### Track usage over the die, run 1

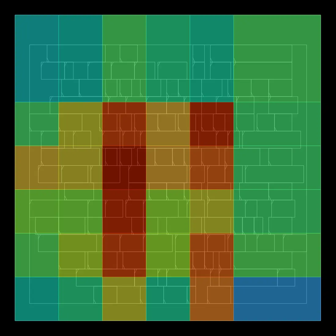
### Clock network drawn from the DEF, run 1

Scale: 6 px per um.
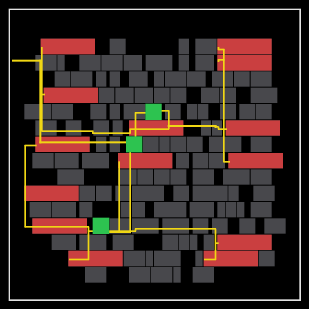
### Metal layers overlaid, run 1

Scale: 8 px per um.
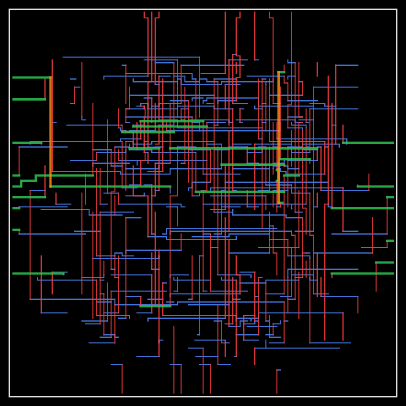
[config.mk]
export PLATFORM = sky130hd
export DESIGN_NAME = shift_register_universal
export DESIGN_NICKNAME = d
export VERILOG_FILES = /design/src/rtl/shift_register_universal.sv
export SDC_FILE = /design/constraint.sdc
export NUM_CORES = 1
export LEC_CHECK = 0
export CAP_MARGIN = 15
export CORE_MARGIN = 2
export CORE_UTILIZATION = 44
export CTS_CLUSTER_SIZE = 30
export DETAILED_ROUTE_END_ITERATION = 6
export HOLD_SLACK_MARGIN = 0.12
export PLACE_DENSITY = 0.78
export SYNTH_ARGS = -nofsm -noshare
export SYNTH_HDL_FRONTEND = slang
export SYNTH_SLANG_ARGS = --single-unit
[constraint.sdc]
create_clock -name clk -period 1.5 [get_ports clk]
set_input_delay 0.225 -clock clk [delete_from_list [all_inputs] [get_ports clk]]
set_output_delay 0.225 -clock clk [all_outputs]
set_load 0.01 [all_outputs]
[src/rtl/shift_register_universal.sv]
// shift_register_universal
// Universal WIDTH-bit shift register: hold, shift right, shift left and
// parallel load, with a registered serial output per direction and a shift
// counter that strobes o_word_done on every WIDTH-th shift.
//
// Optional feature macro: SHREG_ROTATE_EN
//   When defined, port i_rot exists. While shifting with i_rot=1, the bit
//   leaving the far end is fed back in place of the serial input.
//
// Ports
//   clk          rising-edge clock
//   rst          asynchronous active-high reset
//   i_clr        synchronous clear (wins over any operation)
//   i_en         operation enable; i_mode ignored when low
//   i_mode       00 hold, 01 shift right, 10 shift left, 11 parallel load
//   i_sin_r      serial bit entering q[WIDTH-1] on shift right
//   i_sin_l      serial bit entering q[0] on shift left
//   i_pdata_in   parallel load data
//   i_rot        rotate select (SHREG_ROTATE_EN only)
//   o_q          register contents
//   o_sout_r     registered bit shifted out of q[0]
//   o_sout_l     registered bit shifted out of q[WIDTH-1]
//   o_count      shifts since last load/clear/wrap
//   o_word_done  one-cycle strobe on the WIDTH-th shift
module shift_register_universal #(
  parameter  int unsigned WIDTH = 8,
  localparam int unsigned CW    = $clog2(WIDTH)
) (
  input  logic             clk,
  input  logic             rst,
  input  logic             i_clr,
  input  logic             i_en,
  input  logic [1:0]       i_mode,
  input  logic             i_sin_r,
  input  logic             i_sin_l,
  input  logic [WIDTH-1:0] i_pdata_in,
`ifdef SHREG_ROTATE_EN
  input  logic             i_rot,
`endif
  output logic [WIDTH-1:0] o_q,
  output logic             o_sout_r,
  output logic             o_sout_l,
  output logic [CW-1:0]    o_count,
  output logic             o_word_done
);

  localparam logic [1:0] MODE_HOLD  = 2'b00;
  localparam logic [1:0] MODE_RIGHT = 2'b01;
  localparam logic [1:0] MODE_LEFT  = 2'b10;
  localparam logic [1:0] MODE_LOAD  = 2'b11;

  logic [WIDTH-1:0] r_q;
  logic             r_sout_r;
  logic             r_sout_l;
  logic [CW-1:0]    r_count;
  logic             r_word_done;

  logic             w_fill_r;
  logic             w_fill_l;
  logic             w_last;
  logic [CW-1:0]    w_count_nxt;

  // Bit entering each end on a shift: serial input, or the opposite end when rotating
`ifdef SHREG_ROTATE_EN
  assign w_fill_r = i_rot ? r_q[0]       : i_sin_r;
  assign w_fill_l = i_rot ? r_q[WIDTH-1] : i_sin_l;
`else
  assign w_fill_r = i_sin_r;
  assign w_fill_l = i_sin_l;
`endif

  // Shift counter wraps on the WIDTH-th shift regardless of direction
  assign w_last      = (r_count == CW'(WIDTH - 1));
  assign w_count_nxt = w_last ? '0 : r_count + CW'(1);

  // State and registered outputs
  always_ff @(posedge clk or posedge rst) begin
    if (rst) begin
      r_q         <= '0;
      r_sout_r    <= 1'b0;
      r_sout_l    <= 1'b0;
      r_count     <= '0;
      r_word_done <= 1'b0;
    end else if (i_clr) begin
      r_q         <= '0;
      r_sout_r    <= 1'b0;
      r_sout_l    <= 1'b0;
      r_count     <= '0;
      r_word_done <= 1'b0;
    end else begin
      r_word_done <= 1'b0;
      if (i_en) begin
        case (i_mode)
          MODE_HOLD: begin
          end
          MODE_RIGHT: begin
            r_q         <= {w_fill_r, r_q[WIDTH-1:1]};
            r_sout_r    <= r_q[0];
            r_count     <= w_count_nxt;
            r_word_done <= w_last;
          end
          MODE_LEFT: begin
            r_q         <= {r_q[WIDTH-2:0], w_fill_l};
            r_sout_l    <= r_q[WIDTH-1];
            r_count     <= w_count_nxt;
            r_word_done <= w_last;
          end
          MODE_LOAD: begin
            r_q     <= i_pdata_in;
            r_count <= '0;
          end
          default: begin
          end
        endcase
      end
    end
  end

  assign o_q         = r_q;
  assign o_sout_r    = r_sout_r;
  assign o_sout_l    = r_sout_l;
  assign o_count     = r_count;
  assign o_word_done = r_word_done;

endmodule

==> impl_metrics.toml, run 1 <==
# generated from flow reports
[yosys]
synthesis.instances = 85
synth_nets = 108
yosys_area_um2 = 861
synth-seq-cells = 14
ys_sh_simple_pct = 15.0
async_flop_share_pct = 100
avgSynthCellArea_um2 = 10.1
seq_area_frac_synth_pct = 40.7

[power]
top_power_group = "registers"
p_switching_mw = 0.269
power_density_mw_per_mm2 = 695
ir_drop_mv = 0.561
p_comb_share_pct = 31.5
internal_power_mw = 0.662
power_frac_seq_pct = 45.3
power.total_mw = 0.931

[timing]
whs_ns = 0.231
slew_viol_final = 0
finalSetupViolCount = 0
clock_skew_ns = 0.00135
hold_violations = 0
slew_headroom_pct = 77.7

[clocking]
cts_tree = "yes"
cts_setup_buffers = 1
numCtsBuffers = 3

[critical_path]
reg2reg_from = "o_count[0]"
worst_setup_path_start_kind = "register"
critical-path-top-delay-family = "buffers and inverters"
cp-startpoint = "o_q[2]"
critPathKind = "reg2out"
worstPathMaxFanout = 3

[global_route]
grt_pass1_vias = 844
met1_usage_pct = 29.8

[die]
fp.dieW_um = 48.2
core_mm2 = 0.00178

[cells_and_area]
layout_top_cell = "clkdlybuf4s50_1"
fin_cells = 154
layout-area-overhead-vs-synth_pct = 55.5
dominant_cells = "logic gates"
seq_cells = 14
logic_gates = 60
mostFrequentLayoutCells = "clkdlybuf4s50_1, buf_4, dfrtp_1"

[placement]
place_ws_ns = -0.540
place_area_mm2 = 0.00124

[detailed_routing]
postRouteAntennaNets = 0
wirelength_mm = 2.35
firstDrtPassIters = 4
viasPerCell = 5.60

[status]
status = "completed"

[run]
warning_count = 30
Notes on 'Track usage over the die' above:
Avg WL per Cell: 15.3 um
met3 GRT Util: 3.70%
met2 Use GR: 37.4%

Notes on 'Clock network drawn from the DEF' above:
Key: green = cells driving clock nets [count 3]; yellow = clock wires [length 213 um]; red = flip-flops [count 14]
There are 4 routed clock nets.

Notes on 'Metal layers overlaid' above:
Key: red = met2 [wire length 1200 um]; blue = met1 [wire length 972 um]; green = met3 [wire length 156 um]; orange = met4 [wire length 29.9 um]

### A small window of the routed layout, run 1

Region (26, 2) to (46, 22) um. Cells in grey, sequential cells in the stronger grey; small squares are vias.
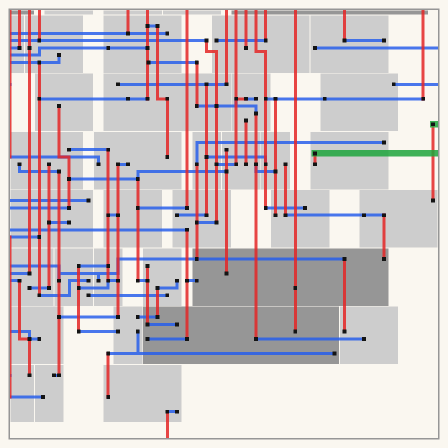

==> inputs of run 2 (changes only) <==
--- a/config.mk
+++ b/config.mk
@@ -11,6 +11,7 @@
 export CTS_CLUSTER_SIZE = 30
 export DETAILED_ROUTE_END_ITERATION = 6
 export HOLD_SLACK_MARGIN = 0.12
+export MAX_ROUTING_LAYER = met4
 export PLACE_DENSITY = 0.78
 export SYNTH_ARGS = -nofsm -noshare
 export SYNTH_HDL_FRONTEND = slang
### A small window of the routed layout, run 2

Region (26, 2) to (46, 22) um. Cells in grey, sequential cells in the stronger grey; small squares are vias.
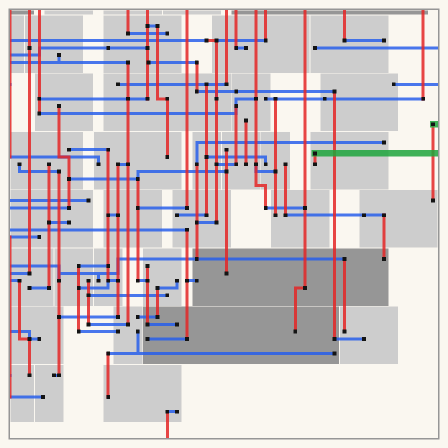
Key: blue = met1; red = met2; green = met3
Netlist names of flops here include `o_sout_l` (1), `o_sout_r` (1). 30 logic cells have their middle in the window. Sequential cells in the window: 2. Most frequent: buf_4 (7), clkdlybuf4s50_1 (5), nand2_1 (4).

==> run 2 against run 1 <==
Worst setup slack gained 0.0065 ns. Critical path type unchanged. Combinational power is essentially flat. Non-clock buffer count is the same. Sequential cell count is the same. Critical endpoint unchanged.
==> impl_metrics.toml, run 2 <==
# generated from flow reports
[timing]
hold_violations = 0
slew_viol_final = 0
finalSetupViolCount = 0
whs_ns = 0.231
clock_skew_ns = 0.00142
slew_headroom_pct = 78.6

[cells_and_area]
fillers = 134
dominant_cells = "logic gates"
logic_gates = 60
mostFrequentLayoutCells = "clkdlybuf4s50_1, buf_4, dfrtp_1"
layout-area-overhead-vs-synth_pct = 55.5
fin_cells = 154
layout_top_cell = "clkdlybuf4s50_1"
seq_cells = 14

[yosys]
yosys_area_um2 = 861
synth-seq-cells = 14
seq_area_frac_synth_pct = 40.7
avgSynthCellArea_um2 = 10.1
synth_nets = 108

[global_route]
use_met3_pct = 3.70
grtUsageMet2_pct = 37.4

[status]
status = "completed"

[power]
power.total_mw = 0.931
ir_drop_mv = 0.561
p_switching_mw = 0.270
top_power_group = "registers"
power_frac_seq_pct = 45.3
power_density_mw_per_mm2 = 696
p_comb_share_pct = 31.5

[critical_path]
worstPathMaxFanout = 3
cp-startpoint = "o_q[2]"
reg2reg_from = "o_count[0]"
worst-path-stages = 1
critPathKind = "reg2out"

[run]
warning_count = 30

[die]
core_mm2 = 0.00178
fp.dieW_um = 48.2

[clocking]
numCtsBuffers = 3
cts_setup_buffers = 1
cts_tree = "yes"

[placement]
gp_congestion = 0.814
place_ws_ns = -0.540

[detailed_routing]
viasPerCell = 5.57
postRouteAntennaNets = 0
No activity file was given, so power comes from the tool's default toggle rates.
